Cells coloured by class:
Scale bar: 50 um.
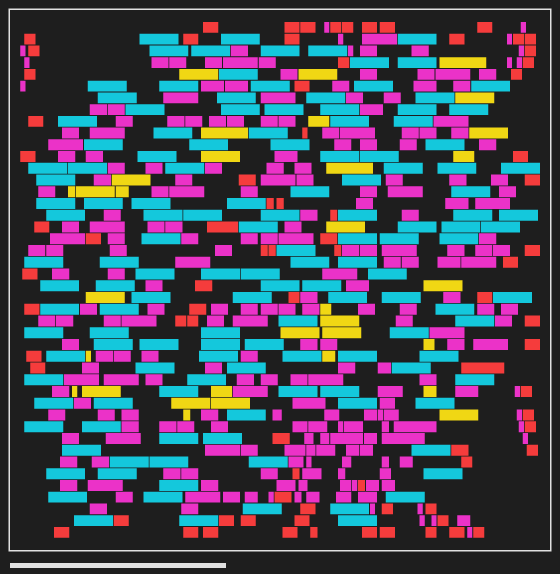
Gate-type map:
Scale bar: 50 um.
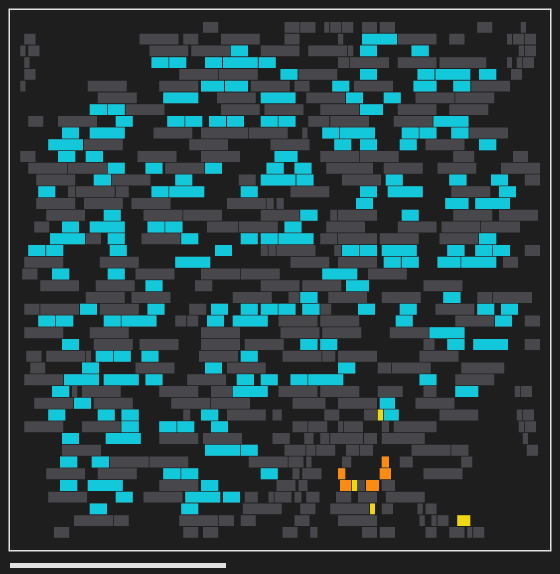
PDN straps and rails:
Pins as bars on the die edge. Tap cells in grey.
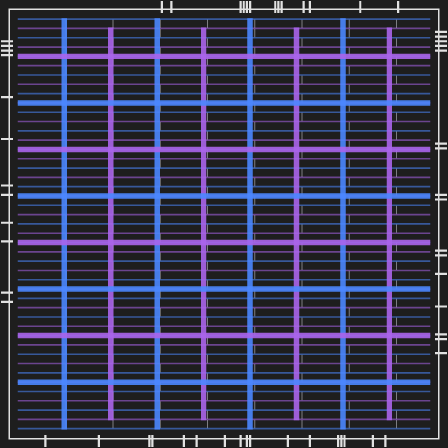
<file path="config.mk">
export PLATFORM = sky130hd
export DESIGN_NAME = os_drain_collector_flat
export DESIGN_NICKNAME = d
export VERILOG_FILES = /design/src/rtl/os_drain_collector_if.sv /design/src/rtl/os_drain_collector.sv /design/src/flat_wrapper.sv
export SDC_FILE = /design/constraint.sdc
export NUM_CORES = 1
export LEC_CHECK = 0
export CORE_MARGIN = 2
export CORE_UTILIZATION = 45
export DETAILED_ROUTE_END_ITERATION = 8
export GPL_TIMING_DRIVEN = 0
export HOLD_SLACK_MARGIN = 0.05
export PLACE_DENSITY = 0.62
export SYNTH_ARGS = -nofsm -noshare
export SYNTH_HDL_FRONTEND = slang
export SYNTH_SLANG_ARGS = --single-unit
export TNS_END_PERCENT = 50
</file>
<file path="constraint.sdc">
create_clock -name clk -period 13.5 [get_ports clk]
set_input_delay 2.7 -clock clk [delete_from_list [all_inputs] [get_ports clk]]
set_output_delay 2.7 -clock clk [all_outputs]
set_load 0.05 [all_outputs]
</file>
<file path="src/rtl/os_drain_collector_if.sv">
`default_nettype none
// ============================================================================
// Module   : os_drain_collector_if
// Brief    : Drain-side capture and result-stream signals of os_drain_collector.
// Revision : 1.0
// ============================================================================
interface os_drain_collector_if #(
  parameter int D_W  = 8,
  parameter int ROWS = 4
);
  localparam int RW = $clog2(ROWS);

  logic [2*D_W-1:0] in_data;
  logic             in_valid;
  logic [2*D_W-1:0] m_data;
  logic             m_valid;
  logic             m_ready;
  logic [RW-1:0]    m_row;
  logic             m_last;

  modport master (
    output in_data, in_valid, m_ready,
    input  m_data, m_valid, m_row, m_last
  );

  modport slave (
    input  in_data, in_valid, m_ready,
    output m_data, m_valid, m_row, m_last
  );
endinterface
`default_nettype wire

</file>
<file path="src/rtl/os_drain_collector.sv">
`default_nettype none
// ============================================================================
// Module   : os_drain_collector
// Brief    : Column-bottom psum drain receiver; row/frame tagging, FIFO, overflow.
//            Row tagging and frame counting are built only with OS_DRAIN_ROWTAG_EN.
// Revision : 1.0
// ============================================================================
module os_drain_collector #(
  parameter int D_W   = 8,
  parameter int ROWS  = 4,
  parameter int DEPTH = 8
) (
  input  logic                clk,
  input  logic                rst,
  os_drain_collector_if.slave bus,
  input  logic                clr_ovf,
  output logic                overflow,
  output logic [15:0]         frame_cnt
);
  localparam int AW = $clog2(DEPTH);
  localparam int RW = $clog2(ROWS);
  localparam int DW = 2 * D_W;

  logic [DW-1:0] data_mem_q [DEPTH];
  logic [AW:0]   wr_ptr_q;
  logic [AW:0]   rd_ptr_q;
  logic [AW-1:0] wr_idx;
  logic [AW-1:0] rd_idx;
  logic          empty;
  logic          full;
  logic          pop;
  logic          push;
  logic          drop;
  logic          ovf_q;
  logic          ovf_d;

  assign wr_idx = wr_ptr_q[AW-1:0];
  assign rd_idx = rd_ptr_q[AW-1:0];
  assign empty  = (wr_ptr_q == rd_ptr_q);
  assign full   = (wr_ptr_q[AW] != rd_ptr_q[AW]) && (wr_idx == rd_idx);
  assign pop    = !empty && bus.m_ready;
  // The drain chain cannot stall, so a full FIFO only accepts if the head leaves now.
  assign push   = bus.in_valid && (!full || pop);
  assign drop   = bus.in_valid && !push;

  always_ff @(posedge clk or posedge rst) begin
    if (rst) begin
      wr_ptr_q <= '0;
      rd_ptr_q <= '0;
      for (int i = 0; i < DEPTH; i++) begin
        data_mem_q[i] <= '0;
      end
    end else begin
      if (push) begin
        data_mem_q[wr_idx] <= bus.in_data;
        wr_ptr_q           <= wr_ptr_q + (AW+1)'(1);
      end
      if (pop) begin
        rd_ptr_q <= rd_ptr_q + (AW+1)'(1);
      end
    end
  end

  always_comb begin
    ovf_d = ovf_q;
    if (drop) begin
      ovf_d = 1'b1;
    end else if (clr_ovf) begin
      ovf_d = 1'b0;
    end
  end

  always_ff @(posedge clk or posedge rst) begin
    if (rst) begin
      ovf_q <= 1'b0;
    end else begin
      ovf_q <= ovf_d;
    end
  end

  assign bus.m_valid = !empty;
  assign bus.m_data  = data_mem_q[rd_idx];
  assign overflow    = ovf_q;

`ifdef OS_DRAIN_ROWTAG_EN
  logic [RW-1:0] row_mem_q  [DEPTH];
  logic          last_mem_q [DEPTH];
  logic [RW-1:0] rc_q;
  logic [RW-1:0] rc_d;
  logic [15:0]   frame_cnt_q;
  logic [15:0]   frame_cnt_d;

  // Tags advance on every drain word, dropped or not, to keep frame alignment.
  always_comb begin
    rc_d        = rc_q;
    frame_cnt_d = frame_cnt_q;
    if (bus.in_valid) begin
      rc_d = (rc_q == '0) ? RW'(ROWS - 1) : rc_q - RW'(1);
      if (rc_q == '0) begin
        frame_cnt_d = frame_cnt_q + 16'd1;
      end
    end
  end

  always_ff @(posedge clk or posedge rst) begin
    if (rst) begin
      rc_q        <= RW'(ROWS - 1);
      frame_cnt_q <= '0;
      for (int i = 0; i < DEPTH; i++) begin
        row_mem_q[i]  <= '0;
        last_mem_q[i] <= 1'b0;
      end
    end else begin
      rc_q        <= rc_d;
      frame_cnt_q <= frame_cnt_d;
      if (push) begin
        row_mem_q[wr_idx]  <= rc_q;
        last_mem_q[wr_idx] <= (rc_q == '0);
      end
    end
  end

  assign bus.m_row  = row_mem_q[rd_idx];
  assign bus.m_last = last_mem_q[rd_idx];
  assign frame_cnt  = frame_cnt_q;
`else
  assign bus.m_row  = {RW{1'b0}};
  assign bus.m_last = 1'b0;
  assign frame_cnt  = 16'd0;
`endif

endmodule
`default_nettype wire

</file>
<file path="src/flat_wrapper.sv">
// flat-port wrapper written by rule: the top's interface ports become plain ports
module os_drain_collector_flat 
#(
  parameter int D_W   = 8,
  parameter int ROWS  = 4,
  parameter int DEPTH = 8
)
  (clk, rst, clr_ovf, overflow, frame_cnt, bus_in_data, bus_in_valid, bus_m_ready, bus_m_data, bus_m_valid, bus_m_row, bus_m_last);
  os_drain_collector_if #(.D_W(D_W), .ROWS(ROWS)) bus_i ();
  input  logic clk;
  input  logic rst;
  input  logic clr_ovf;
  output logic overflow;
  output logic [15:0] frame_cnt;
  input wire logic [$bits(bus_i.in_data)-1:0] bus_in_data;
  input wire logic [$bits(bus_i.in_valid)-1:0] bus_in_valid;
  input wire logic [$bits(bus_i.m_ready)-1:0] bus_m_ready;
  output wire logic [$bits(bus_i.m_data)-1:0] bus_m_data;
  output wire logic [$bits(bus_i.m_valid)-1:0] bus_m_valid;
  output wire logic [$bits(bus_i.m_row)-1:0] bus_m_row;
  output wire logic [$bits(bus_i.m_last)-1:0] bus_m_last;
  assign bus_i.in_data = bus_in_data;
  assign bus_i.in_valid = bus_in_valid;
  assign bus_i.m_ready = bus_m_ready;
  assign bus_m_data = bus_i.m_data;
  assign bus_m_valid = bus_i.m_valid;
  assign bus_m_row = bus_i.m_row;
  assign bus_m_last = bus_i.m_last;
  os_drain_collector #(.D_W(D_W), .ROWS(ROWS), .DEPTH(DEPTH)) u_core (.clk(clk), .rst(rst), .bus(bus_i), .clr_ovf(clr_ovf), .overflow(overflow), .frame_cnt(frame_cnt));
endmodule
</file>
==> flow_summary.toml <==
# generated from flow reports
[synth]
ys_types = 34
ys_seq_share_pct = 51.97
topCellsByArea = "dfrtp_1 (52%), mux2_2 (23%), mux4_2 (11%)"
numSynthFlops = 137
edf_count = 0
top_cell = "dfrtp_1"
syn_area_sq_um = 6596
synthArstFlopShare_pct = 100.0
netlist_top_cells_count = "dfrtp_1 (137), mux2_2 (136), mux4_2 (32)"
yosys.area.top_type_share_pct = 51.97
synth_area_per_cell_sq_um = 16.33
ys_warn_count = 0
ys_area_sq_um = 6596
yosysTopAreaCell = "dfrtp_1"
yosysCellCount = 404

[setup_path]
startpoint_type = "flop"
crit_arrival_ns = 3.29
cp-startpoint = "u_core.rd_ptr_q[1]"
critical_path_required_ns = 10.80
r2r_slack_ns = 11.36
critical_path_class = "reg2out"
cp_common_cell = "buf_2"
crit_buf_inv = 4
crit_path_max_incr_delay_ns = 0.71
path_depth = 6
critPathMaxFanout = 10
reg2reg_depth = 6
r2r-end = "u_core.data_mem_q[112]"
crit_family = "buffers and inverters"
crit_slowest_cell = "clkdlybuf4s50_1"
end_kind = "output pin"
path_cells = "buf_2 -> buf_2 -> buf_2 -> mux4_2 -> mux2_2 -> clkdlybuf4s50_1"
critical_path.endpoint = "bus_m_data[15]"

[detailed_routing]
wl_per_cell_um = 20.36
vias = 3599
wl_met3_um = 397
first_iter_violations = 213
drcViolationCount = 0
first_pass_iters = 4
viasPerCell = 5.324
wl_um = 13760
met1_length_um = 6387
ant_nets = 0
wl_met2_um = 6715
topRoutingLayerUsed = "met4"

[flow_run]
drv_cap = 0
warnings = 26

[layout]
drive_above_1_share_pct = 53.86
comb_cells = 239
nClkBuffers = 22
mostFrequentLayoutCells = "dfrtp_1 (137), mux2_2 (136), clkdlybuf4s50_1 (37)"
area_growth_pct = 19.95
fin_area_sq_um = 7913
layoutNonFillerInstCount = 676
dominant_cells = "registers"
buf_share_pct = 9.171
n_all_inverters = 4
final_util_pct = 54.86
flop-count = 137
fin_nets = 502
ff_latch_area_sq_um = 3428
mi_logic_area_sq_um = 2893
fillCellCount = 1190
comb_share_pct = 36.56
clk_share_pct = 7.780
signal_buffers = 80

[power]
vdd_drop_max_v = 0.0001598
powerDensity_nw_per_um2 = 294.7
p_total_mw = 2.332
leakagePower_nw = 3.400

[timing]
whs_ns = 0.4978
worst_pin_slew_ns = 0.8598
maxSlewViolCount = 0
setup_violations = 0
timing.fmax_mhz = 166.8
rsz0062_at_grt = "false"
hold_viol_final = 0
skew_ns = 0.02044
timing.final.crit_period_ns = 5.995
timing.final.ws_setup_ns = 7.505
setup_tns_ns = 0
slew_headroom_pct = 42.68
min_period_over_period_pct = 44.40

[cts]
hold_buffers = 0
clk_pin_slew_ns = 0.06
cts-root-buf = "clkbuf_16"
cts_tree = "built"
cts.repair.resized = 0
worstSkewPairLatency_ns = 0.43
cts_buffer_depth = 2
cts_htree_levels = 4
cts-buffers-inserted = 17
post_cts_buffers = 0

[floorplan]
ios = 58
die_h_um = 125.1
die_x_um = 125.1
rows = 44
nWellTaps = 184
fp_util_pct = 45.73
chip_area_sq_um = 15640

[global_routing]
grt_use_met3_pct = 4.193
grt_pass1_vias = 3822
top_usage_layer = "met2"
antenna_found_initial = 0
grt_pass1_wl_um = 21930
grt_use_met1_pct = 25.06
grt-ovfl-total = 0
grt_usage_pct = 18.73

[placed_design]
io_buffers = 37
place.gp.congestion = 0.7542
place_area_sq_um = 7297
pre_cts_ws_ns = 7.907
dp.cells = 644

[worst_hold_path]
hold_path_depth = 1
hold_path.class = "reg2reg"
worstHoldStart = "u_core.data_mem_q[103]"
hold_end = "u_core.data_mem_q[103]"

[outcome]
status = "completed"
Back to the opening pictures, 'cells coloured by class':
[sequential cells] cyan | cells: 137 | share of their area: 45%
[clock drivers and dummy loads] yellow | cells: 32 | share of their area: 8.0%
[remaining buffers and delay cells] red | cells: 80 | share of their area: 9.4%
[remaining logic cells] magenta | cells: 243 | share of their area: 38%
core area: 14420 sq um
Seq/total area: 43.33%

Back to the opening pictures, 'gate-type map':
[aoi and oai cells] orange | cells: 5
[inv cells] yellow | cells: 4
[mux cells] cyan | cells: 179 | where: all over the die

Back to the opening pictures, 'PDN straps and rails':
[VSS] blue
[VDD] purple
rows: 44
tap cells: 184
met4 straps: 8

[logic make-up after synthesis]
family	Yosys count	synth area share, %
AOI/OAI and AO/OA	6	0.6639
xor gates and xnor gates	10	2.011
adders and majority gates	2	0.3793
buffers and inverters	46	5.197
DFF	137	51.97
muxes	179	36.49
other	1	0.05685
and+or+nand+nor	23	3.225
[state kept, by name, indices dropped and copies added, names as in the netlist]
signal / flops
u_core.data_mem_q: 128
u_core.rd_ptr_q: 4
u_core.wr_ptr_q: 4
u_core.overflow: 1
[where the power goes]
group | internal [mW] | total, mW | switching (mW)
logic | 0.567 | 1.13 | 0.566
registers | 0.620 | 0.718 | 0.0982
clock network | 0.306 | 0.481 | 0.175
total | 1.49 | 2.33 | 0.840
Power is estimated from default activity; no workload was simulated.
